==> src/rtl/ac97_controller.sv <==
// AC'97 link-layer serializer: builds the 256-bit output frame (tag, command
// address/data, PCM left/right) and drives SYNC, SDATA_OUT and the codec reset.
module ac97_controller (
   input  logic        BIT_CLK,
   input  logic        SYSTEM_RESET,
   input  logic        SYSCLK,
   input  logic [19:0] PCM_LR,
   input  logic [19:0] CMD_ADDR,
   input  logic [19:0] CMD_DATA,
   input  logic        SDATA_IN,
   output logic [7:0]  count_reg,
   output logic        SYNC,
   output logic        SDATA_OUT,
   output logic        RESET
);

   localparam logic [15:0] TAG = 16'hF800;

   logic [7:0]  count_q,  count_d;
   logic        sync_q,   sync_d;
   logic        sdata_q,  sdata_d;
   logic        reset_q,  reset_d;
   logic [19:0] addr_q,   addr_d;
   logic [19:0] data_q,   data_d;
   logic [19:0] pcm_q,    pcm_d;

   // Inputs with no function here; named so lint treats them as intentionally unused.
   logic unused_inputs;
   assign unused_inputs = SYSCLK ^ SDATA_IN;

   // Frame bit n: tag, slot 1 address, slot 2 data, slots 3/4 PCM, rest zero.
   function automatic logic frame_bit(input logic [7:0] n, input logic [19:0] a,
                                      input logic [19:0] d, input logic [19:0] p);
      logic b;
      b = 1'b0;
      if (n < 8'd16) begin
         b = TAG[4'(8'd15 - n)];
      end else if (n < 8'd36) begin
         b = a[5'(8'd35 - n)];
      end else if (n < 8'd56) begin
         b = d[5'(8'd55 - n)];
      end else if (n < 8'd76) begin
         b = p[5'(8'd75 - n)];
      end else if (n < 8'd96) begin
         b = p[5'(8'd95 - n)];
      end else begin
         b = 1'b0;
      end
      return b;
   endfunction

   // Next-state: advance the bit counter, latch inputs at frame start, pick the next frame bit.
   always_comb begin
      count_d = count_q + 8'd1;
      reset_d = 1'b1;
      if (count_q == 8'd255) begin
         addr_d = CMD_ADDR;
         data_d = CMD_DATA;
         pcm_d  = PCM_LR;
      end else begin
         addr_d = addr_q;
         data_d = data_q;
         pcm_d  = pcm_q;
      end
      sync_d  = (count_d < 8'd16) ? 1'b1 : 1'b0;
      sdata_d = frame_bit(count_d, addr_d, data_d, pcm_d);
   end

   // State and output registers with synchronous reset.
   always_ff @(posedge BIT_CLK) begin
      if (SYSTEM_RESET) begin
         count_q <= 8'd255;
         sync_q  <= 1'b0;
         sdata_q <= 1'b0;
         reset_q <= 1'b0;
         addr_q  <= 20'd0;
         data_q  <= 20'd0;
         pcm_q   <= 20'd0;
      end else begin
         count_q <= count_d;
         sync_q  <= sync_d;
         sdata_q <= sdata_d;
         reset_q <= reset_d;
         addr_q  <= addr_d;
         data_q  <= data_d;
         pcm_q   <= pcm_d;
      end
   end

   assign count_reg = count_q;
   assign SYNC      = sync_q;
   assign SDATA_OUT = sdata_q;
   assign RESET     = reset_q;

endmodule

==> config.mk <==
export PLATFORM = sky130hd
export DESIGN_NAME = ac97_controller
export DESIGN_NICKNAME = d
export VERILOG_FILES = /design/src/rtl/ac97_controller.sv
export SDC_FILE = /design/constraint.sdc
export NUM_CORES = 1
export LEC_CHECK = 0
export CORE_UTILIZATION = 45
export CTS_BUF_LIST = sky130_fd_sc_hd__clkbuf_8
export CTS_CLUSTER_SIZE = 25
export DETAILED_ROUTE_END_ITERATION = 7
export GPL_TIMING_DRIVEN = 0
export PLACE_DENSITY_LB_ADDON = 0.05
export RECOVER_POWER = 50
export SYNTH_ARGS = -nofsm -noshare
export SYNTH_HDL_FRONTEND = slang
export SYNTH_SLANG_ARGS = --single-unit
==> constraint.sdc <==
create_clock -name BIT_CLK -period 3.1 [get_ports BIT_CLK]
set_input_delay 0.31 -clock BIT_CLK [delete_from_list [all_inputs] [get_ports BIT_CLK]]
set_output_delay 0.31 -clock BIT_CLK [all_outputs]
set_load 0.05 [all_outputs]
Fig. 1: run 1, I/O nets highlighted
Scale bar: 20 um.
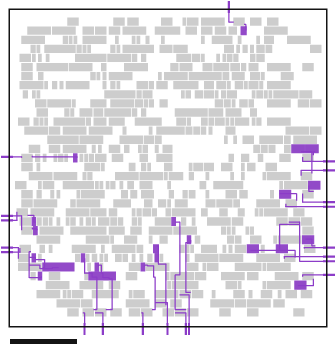
CMD_ADDR: in purple, bits 20, direction input, end cells 23, buffers 20, wire 401 um.

Fig. 2: run 1, wiring by layer
Only two layers are drawn.
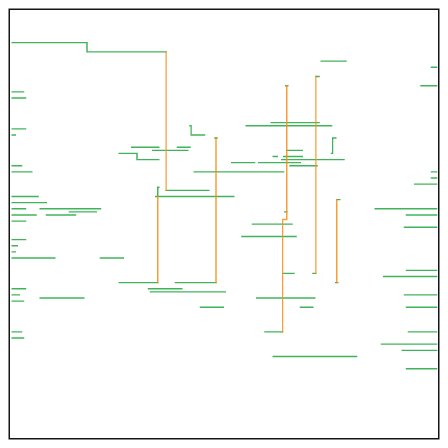
met4: in orange, wire length 199 um. met3: in green, wire length 519 um.

Fig. 3: run 1, signal wires on met2
Scale bar: 20 um.
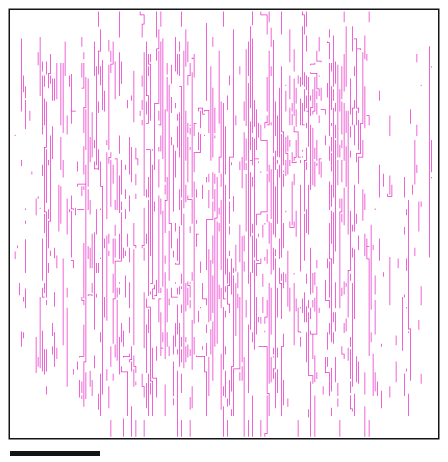
The layer holds 47% of the routed length. The layer carries 5200 um of wire.

==> impl_metrics.ini, run 1 <==
; generated from flow reports
[global_route]
first_global_vias = 3231
track_usage_pct = 25.9
grt_overflow_total = 0
grt_pass1_wl_mm = 17.2
antenna_found_initial = 0
grt_max_degree = 14

[yosys]
ys_sh_adder_pct = 1.30
numSynthFlops = 71
simple_gate_area_share_pct = 20.7
netlist_top_cells_count = nand2_1, dfxtp_1, a21oi_1
top_area_share_pct = 36.8
top_logic_kind = simple AND/OR/NAND/NOR gates
synth_dominant_cell_count = nand2_1
synth.distinct_cells = 63
synth-edff-count = 0
yosys_warnings = 0
synth_area_per_cell_um2 = 9.02
ys_sh_aoi_pct = 14.1
async_reset_ff_share_pct = 0
ff_type = dfxtp_1
ys_sh_mux_pct = 18.4
synthesis.area_um2 = 3860
ys_cells = 428
syn_nets = 496
largest_area_cell = dfxtp_1
synthCells = 428
ys_seq_share_pct = 36.8
xor_share_pct = 1.82
yosysChipArea_um2 = 3860
topCellsByArea = dfxtp_1, nand2_1, mux2i_1

[route]
wl_mm = 11.1
antenna_left = 0
viasPerCell = 5.66
firstDrtPassIters = 4
drt-initial-drc-count = 176
drc = 0
vias = 3512
drt-wirelength-per-cell_um = 17.8

[placed_design]
place_congestion = 0.860
dpl_worst_slack_ns = -0.461
port_buffers = 71
dp_hpwl_mm = 8.06

[clocking]
cts_buffers = 9
cts_sinks = 71
cts_tree = yes
clk_pin_slew_ns = 0.08
clkLatencyLatePin_ns = 0.35
clk_path_buf_depth = 2
cts_hold_buf = 0
cts_root_buf = clkbuf_8
cts.htree.levels = 3

[sta]
tightestPinTransition_ns = 0.621
rsz0062_at_grt = no
skew_ns = 0.0122
fin_crit_sh_pct = 96.3
finalSetupViolCount = 0
max_freq_mhz = 335
hold_viol = 0
maxSlewViolCount = 0
relSlewSlack_pct = 58.6
fin_setup_tns_ns = 0
finalWorstSetupSlack_ns = 0.115
post-route-min-period_ns = 2.99

[die]
dieArea_um2 = 8950
io_pins = 75
num_rows = 33
die_x_um = 94.6
fp_util_pct = 46.7
coreArea_um2 = 8260
die.size.y_um = 94.6

[run]
max-cap-violations = 0
tool_warnings = 30

[critical_path]
worstPathArrival_ns = 3.26
worstSetupEndpointType = flop
critPathRequiredTime_ns = 3.37
cp_cell_sequence = clkbuf_4 -> nand3_1 -> xnor2_4 -> inv_2 -> ha_4 -> buf_8 -> a22oi_1 -> o221a_2 -> o32ai_1 -> o211ai_1 -> a41oi_1 -> nand3_1 -> a211oi_2
crit_type = reg -> reg
crit_path_max_fanout = 10
startpoint_type = flop
max_stage_delay_ns = 0.36
critPathSlowestCell = dfxtp_2
crit_top_cell = nand3_1

[cells_and_area]
nNetsFinal = 579
insertedDiodeCount = 0
area.growth.synth_to_final_pct = 29.2
drive_above_1_share_pct = 12.6
top_regs = addr_q (20), data_q (20), pcm_q (20)

[run_status]
status = completed

[worst_hold_path]
min-delay-path-class = in -> reg

[power_and_ir_drop]
peakVddDrop_mv = 0.380
p_leak_nw = 1.91
power_w = 0.00378
powerDensity_nw_per_um2 = 758
-- run 1: worst max-delay path: cells and delay by family, from the launching register on --
| family | cells | cell delay [ns] |
|---|---|---|
| AOI/OAI and AO/OA | 6 | 1.09 |
| buffers and inverters | 3 | 0.51 |
| DFF | 1 | 0.36 |
| and+or+nand+nor | 2 | 0.36 |
| adders and majority gates | 1 | 0.33 |
| xor gates and xnor gates | 1 | 0.23 |
-- run 1: per-layer routing --
| metal | track usage (%) | share of wire [%] | wire length [um] |
|---|---|---|---|
| met1 | 35.3 | 47 | 5150 |
| met2 | 42.0 | 47 | 5200 |
| met3 | 3.62 | 4.7 | 519 |
| met4 | 8.84 | 1.8 | 198 |
| met5 | 0 | 0 | 0 |
-- run 1: kinds of logic after synthesis --
kind of cell / after synthesis
DFF: 71
xor gates and xnor gates: 8
buffers and inverters: 41
AOI/OAI and AO/OA: 85
muxes: 48
and+or+nand+nor: 171
adders and majority gates: 4
-- run 1: cell type report --
class                           instances  area, um2
Sequential cell                        71       1430
Clock inverter                          6       68.8
Buffer                                 33        244
Inverter                                7       30.0
Tap cell                              105        131
Timing Repair Buffer                   73        726
Fill cell                             754       3270
Clock buffer                           10        138
Multi-Input combinational cell        316       2220
-- run 1: cells in the final DEF, fill, tap and decap left out, types with 3 or more instances in the layout --
master / instances
mux4_2: 6
dlygate4sd3_1: 9
nor3_1: 3
buf_4: 6
nand3_1: 12
clkbuf_8: 11
a21oi_1: 43
mux4_1: 9
dfxtp_1: 68
nand2_1: 93
nor2b_1: 5
buf_6: 6
ha_1: 3
o22ai_1: 6
clkdlybuf4s50_1: 62
clkbuf_1: 15
xnor2_1: 4
and2_1: 4
nor2_1: 32
o21ai_0: 6
mux2i_1: 28
nand2b_1: 7
mux2_2: 5
inv_1: 5
-- run 1: per-stage QoR --
stage          hold WS [ns]  cells  instance area, um2  utilization, %
2_1_floorplan         0.429    428                3870               -
6_report              0.417    621                4990            60.4
3_5_place_dp          0.444    604                4710            57.1
4_1_cts               0.419    621                4970            60.2
5_1_grt               0.447    621                4990            60.4
3_3_place_gp          0.437    604                4710            57.1
-- run 1: path summary, 6_finish.rpt --
path                  end  cells past startpoint         start  slack, ns
max             SDATA_OUT                     13  count_reg[0]       0.11
min          count_reg[5]                      3  SYSTEM_RESET       0.42
max reg2reg     SDATA_OUT                     13  count_reg[0]       0.11
min reg2reg     pcm_q[14]                      2     pcm_q[14]       0.45
-- run 1: power breakdown --
part / internal [W] / switching, W
logic: 0.000801 / 0.00105
registers: 0.00106 / 0.0000827
clock network: 0.000398 / 0.000384
total: 0.00226 / 0.00152
-- run 1: timing repair --
item	in CTS	in global routing
setup buffers	2	0
gates cloned	0	0
endpoints found under the setup margin	1	1
pin swaps	1	4
resized	6	6
Fig. 4: run 1, cell outlines without signal wires
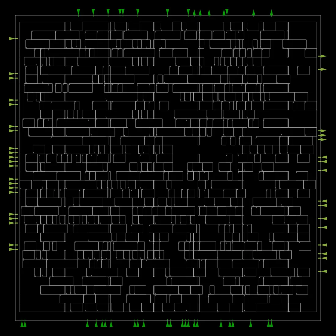

==> inputs of run 2 (changes only) <==
--- a/config.mk
+++ b/config.mk
@@ -5,13 +5,13 @@
 export SDC_FILE = /design/constraint.sdc
 export NUM_CORES = 1
 export LEC_CHECK = 0
+export CORE_ASPECT_RATIO = 0.75
 export CORE_UTILIZATION = 45
 export CTS_BUF_LIST = sky130_fd_sc_hd__clkbuf_8
 export CTS_CLUSTER_SIZE = 25
 export DETAILED_ROUTE_END_ITERATION = 7
-export GPL_TIMING_DRIVEN = 0
 export PLACE_DENSITY_LB_ADDON = 0.05
-export RECOVER_POWER = 50
+export RECOVER_POWER = 25
 export SYNTH_ARGS = -nofsm -noshare
 export SYNTH_HDL_FRONTEND = slang
 export SYNTH_SLANG_ARGS = --single-unit
Fig. 5: run 2, cell outlines without signal wires
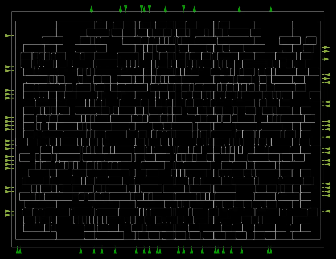
Final Util: 59.6%
fin cells: 608
std cell rows: 28

==> run 2 against run 1 <==
Total power fell by 6.2%. Maximum frequency rose by 5.3%. Via count fell by 5.2%. Synthesized cell count did not move. Core utilization fell by 0.78 points. Final cell count fell by 2.1%. Worst hold slack improved by 0.0063 ns. Register-to-register slack improved by 0.15 ns. Critical endpoint unchanged. Highest routed layer unchanged.
==> impl_metrics.ini, run 2 <==
; generated from flow reports
[run_status]
status = completed

[die]
dieArea_um2 = 8950
io_pins = 75
fp_util_pct = 47.7
die_x_um = 109
coreArea_um2 = 8090

[global_route]
grt_overflow_total = 0
grt_pass1_wl_mm = 15.1
track_usage_pct = 22.6

[route]
drc = 0
viasPerCell = 5.48
antenna_left = 0
drt-wirelength-per-cell_um = 15.7
vias = 3330
firstDrtPassIters = 5
drt-initial-drc-count = 204

[clocking]
cts_root_buf = clkbuf_8
clk_pin_slew_ns = 0.08
cts_sinks = 71
cts_buffers = 9
postCtsSetupRepairBufs = 0
cts_hold_buf = 0

[critical_path]
critPathRequiredTime_ns = 3.37
r2r-start = count_reg[0]
path_delay_family = adder cells
crit_path_start = count_reg[0]
worstPathArrival_ns = 3.11
path_buffers = 2
crit_type = reg -> reg
crit_path_max_fanout = 10
crit_top_cell = ha_1
cp_cell_sequence = ha_1 -> buf_4 -> xor2_1 -> inv_1 -> ha_1 -> or4b_2 -> o22ai_1 -> a211oi_1 -> o211a_1 -> a211oi_2
worstSetupEndpointType = flop

[yosys]
async_reset_ff_share_pct = 0
ys_sh_aoi_pct = 14.1
ys_cells = 428
synth_area_per_cell_um2 = 9.02
ys_seq_share_pct = 36.8
synthCells = 428
ff_type = dfxtp_1
yosysChipArea_um2 = 3860
topCellsByArea = dfxtp_1, nand2_1, mux2i_1
netlist_top_cells_count = nand2_1, dfxtp_1, a21oi_1
ys_sh_adder_pct = 1.30
largest_area_cell = dfxtp_1
ys_sh_mux_pct = 18.4
yosys_warnings = 0
top_logic_kind = simple AND/OR/NAND/NOR gates
simple_gate_area_share_pct = 20.7

[power_and_ir_drop]
p_sw_share_pct = 38.7
power_w = 0.00355
p_leak_nw = 1.89
p_comb_share_pct = 47.8
power.net_switching_w = 0.00137
pwr-share-clk_pct = 19.7
pwr-share-seq_pct = 32.5

[cells_and_area]
lay_top_cells = nand2_1, clkdlybuf4s50_1, dfxtp_1, a21oi_1, nor2_1
area.growth.synth_to_final_pct = 25.0
layout_top_cell = nand2_1
nNetsFinal = 567
drive_above_1_share_pct = 11.7

[run]
tool_warnings = 30
max-cap-violations = 0

[worst_hold_path]
min-delay-path-class = in -> reg
hp-start = SYSTEM_RESET

[placed_design]
dpl_worst_slack_ns = 0.230

[sta]
fin_crit_sh_pct = 91.5
holdWs_ns = 0.423
finalWorstSetupSlack_ns = 0.264
tightestPinTransition_ns = 0.624
hold_viol = 0
relSlewSlack_pct = 58.1
finalSetupViolCount = 0
-- run 2: cell counts after synthesis --
Identical to the previous run, type by type.
-- run 2: cell families (layout without fill, tap and decap cells) --
kind of cell             count (synthesis)  count (layout)
AND/OR/NAND/NOR                        171             172
AND-OR/OR-AND                           85              85
flip-flops                              71              71
multiplexers                            48              48
buffers and inverters                   41             115
XOR/XNOR                                 8               8
adder cells (fa/ha/maj)                  4               4
-- run 2: final timing paths --
kind | end | cells after the start
setup / recovery | SDATA_OUT | 10
hold / removal | RESET | 2
setup reg to reg | SDATA_OUT | 10
hold reg to reg | pcm_q[6] | 2
-- run 2: area by class of cell --
class / count / area, um2
fill: 754 / 3270
clock buffer: 9 / 124
sequential: 71 / 1430
inverter: 7 / 26.3
timing repair buffer: 93 / 877
tap: 105 / 131
clock inverter: 6 / 55.1
multi-input combinational: 317 / 2190
-- run 2: power by group through the flow --
stage | Clock, W | Combinational (W) | Sequential (W)
floorplan | 0 | 0.00119 | 0.00124
global placement | 0 | 0.00167 | 0.00117
detailed placement | 0 | 0.00169 | 0.00117
CTS | 0.000720 | 0.00170 | 0.00115
global route | 0.000751 | 0.00185 | 0.00117
finish | 0.000699 | 0.00170 | 0.00115
-- run 2: stage by stage --
step                cells  utilization [%]  instance area [um2]
detailed placement    592             57.4                 4650
floorplan             428                -                 3870
global route          608             59.6                 4820
finish                608             59.6                 4820
global placement      592             57.4                 4650
CTS                   607             59.6                 4820
-- run 2: metal layers --
metal | GRT usage, % | wire [um]
met1 | 30.2 | 4460
met2 | 36.1 | 4390
met3 | 4.40 | 558
met4 | 8.65 | 153
met5 | 0 | 0
Fig. 6: run 2, sequential cells grouped by signal name
Other sequential cells in the stronger grey, the rest of the logic in the fainter grey.
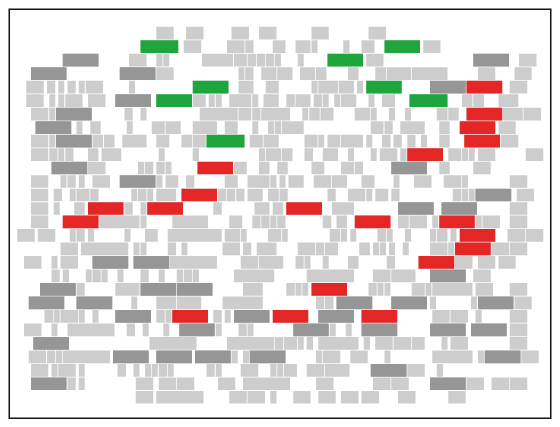

==> inputs of run 3 (changes only) <==
--- a/config.mk
+++ b/config.mk
@@ -6,7 +6,7 @@
 export NUM_CORES = 1
 export LEC_CHECK = 0
 export CORE_ASPECT_RATIO = 0.75
-export CORE_UTILIZATION = 45
+export CORE_UTILIZATION = 40
 export CTS_BUF_LIST = sky130_fd_sc_hd__clkbuf_8
 export CTS_CLUSTER_SIZE = 25
 export DETAILED_ROUTE_END_ITERATION = 7
Fig. 7: run 3, sequential cells grouped by signal name
Other sequential cells in the stronger grey, the rest of the logic in the fainter grey.
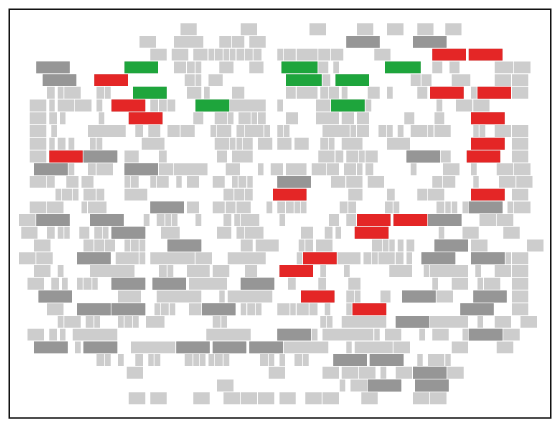
addr_q: in red, placed flops 20. count_reg: in green, placed flops 8.

==> run 3 against run 2 <==
Sequential share of layout area is 0.33 points lower. Flip-flop count is the same. Worst hold slack got worse by 0.047 ns. Clock power up 5.9%. Die size increased by 12%. First-iteration DRC count grew 33%. Sequential power about the same. Routed wire length is 0.76% higher. Non-clock buffer count increased by 3. Critical path depth is the same. Total power grew 1.6%.
==> impl_metrics.ini, run 3 <==
; generated from flow reports
[critical_path]
startpoint_type = flop
crit_type = reg -> reg
worstSetupEndpointType = flop
path_delay_family = AND-OR/OR-AND gates
cp_cell_sequence = ha_1 -> and4_1 -> nand2_2 -> mux2i_1 -> a2111oi_0 -> buf_4 -> o221a_2 -> nor4_1 -> o21a_1 -> a211oi_2
critPathRequiredTime_ns = 3.38
max_stage_delay_ns = 0.64
critPathSlowestCell = a2111oi_0
worstPathArrival_ns = 3.24
crit_path_max_fanout = 7
path_buffers = 1

[die]
num_rows = 30
coreArea_um2 = 9200
io_pins = 75
dieArea_um2 = 10000
fp_util_pct = 42.0
die.size.y_um = 87.1
die_x_um = 115

[placed_design]
dp_hpwl_mm = 6.89
post_dp_cell_area_um2 = 4680
place_congestion = 0.812
port_buffers = 72
place_inst = 618

[power_and_ir_drop]
p_leak_nw = 1.89
powerDensity_nw_per_um2 = 739
peakVddDrop_mv = 0.234
power_w = 0.00361

[cells_and_area]
layout_top_cell = nand2_1
layoutNonFillerInstCount = 634
lay_top_cells = nand2_1, dfxtp_1, clkdlybuf4s50_1, a21oi_1, nor2_1
drive_above_1_share_pct = 12.6
nFillCells = 888
area.growth.synth_to_final_pct = 26.5
top_regs = addr_q (20), data_q (20), pcm_q (20)
fin_area_um2 = 4880
fin_util_pct = 53.1
nNetsFinal = 570
insertedDiodeCount = 0

[sta]
relSlewSlack_pct = 52.9
maxSlewViolCount = 0
max_freq_mhz = 337
fin_setup_tns_ns = 0
post-route-min-period_ns = 2.96
finalSetupViolCount = 0
fin_crit_sh_pct = 95.6
rsz0062_at_grt = no
tightestPinTransition_ns = 0.688
skew_ns = 0.0100
hold_viol = 0

[yosys]
syn_nets = 496
synthesis.area_um2 = 3860
numSynthFlops = 71
yosysChipArea_um2 = 3860
top_area_share_pct = 36.8
yosys_warnings = 0
ys_seq_share_pct = 36.8
synth_area_per_cell_um2 = 9.02
ff_type = dfxtp_1
topCellsByArea = dfxtp_1, nand2_1, mux2i_1
synthCells = 428
synth.distinct_cells = 63
synth-edff-count = 0
netlist_top_cells_count = nand2_1, dfxtp_1, a21oi_1
ys_cells = 428
async_reset_ff_share_pct = 0
largest_area_cell = dfxtp_1
synth_dominant_cell_count = nand2_1

[route]
wl_mm = 9.63
drt-wirelength-per-cell_um = 15.2
antenna_left = 0
firstDrtPassIters = 5
drt-initial-drc-count = 271
vias = 3338
viasPerCell = 5.26
drc = 0

[global_route]
antenna_found_initial = 0
grt_max_degree = 60
grt_overflow_total = 0
track_usage_pct = 20.0
grt_pass1_wl_mm = 15.2
first_global_vias = 3050

[clocking]
cts_tree = yes
cts.htree.levels = 3
cts_root_buf = clkbuf_8
postCtsSetupRepairBufs = 0
clkLatencyLatePin_ns = 0.34
clk_pin_slew_ns = 0.08
cts_sinks = 71
cts_buffers = 9
clk_path_buf_depth = 2

[run_status]
status = completed

[run]
max-cap-violations = 0
tool_warnings = 30

[worst_hold_path]
min-delay-path-class = in -> reg
## run 3: netlist changes by cell type in the layout (fill, tap and decap cells not counted), sizes merged
cell | before | now
clkbuf | 12 | 15
clkdlybuf4s50 | 70 | 67
dlygate4sd3 | 1 | 4
inv | 9 | 7
buf | 19 | 20
clkinvlp | 1 | 2
## run 3: power breakdown
group	internal (W)	switching, W	total (W)
clock network	0.000389	0.000351	0.000740
registers	0.00107	0.0000820	0.00115
logic	0.000753	0.000965	0.00172
total	0.00221	0.00140	0.00361
## run 3: cell families after synthesis
logic type      share of synthesized area [%]
simple gates                             20.7
compound gates                           14.1
flops                                    36.8
mux                                      18.4
buf+inv                                  6.94
xor+xnor                                 1.82
fa+ha+maj                                1.30
## run 3: routing by layer
layer	vias to the layer above	track usage (%)	routed length [um]
met1	1563	27.9	4760
met3	10	4.45	530
met2	103	30.7	4220
met5	-	0	0
met4	0	6.49	120
li1	1662	-	-
## run 3: what timing repair did
action / CTS / global route
hold buffers: 0 / 0
hold endpoints to repair: 0 / 0
endpoints found under the setup margin: 0 / 1
gates resized: 0 / 0
## run 3: area by class of cell
type,instances,area [um2],share of cell area [%]
clock buffer,10,138,2.82
timing repair buffer,96,883,18.1
tap,128,160,3.28
sequential,71,1430,29.2
clock inverter,5,58.8,1.21
inverter,7,26.3,0.538
multi-input combinational,317,2190,44.8
## run 3: final timing paths
| check | start | endpoint | slack, ns | depth (start not counted) |
|---|---|---|---|---|
| worst max-delay path | count_reg[1] | SDATA_OUT | 0.14 | 10 |
| worst min-delay path | SYSTEM_RESET | RESET | 0.38 | 2 |
| worst max register to register | count_reg[1] | SDATA_OUT | 0.14 | 10 |
| worst min register to register | pcm_q[2] | pcm_q[2] | 0.45 | 2 |
## run 3: stage by stage
step                setup WS (ns)  hold slack (ns)
CTS                         0.108            0.336
floorplan                   0.152            0.429
finish                      0.135            0.376
detailed placement          0.134            0.444
global placement            0.154            0.437
global route               0.0201            0.395
## run 3: worst reg2reg max path, delay by kind of cell, from the launching register on
family	cells	cell delay (ns)
AOI/OAI and AO/OA	4	1.19
adders and majority gates	1	0.32
buffers and inverters	1	0.22
DFF	1	0.38
muxes	1	0.20
and+or+nand+nor	3	0.57
No activity file was given, so power comes from the tool's default toggle rates.
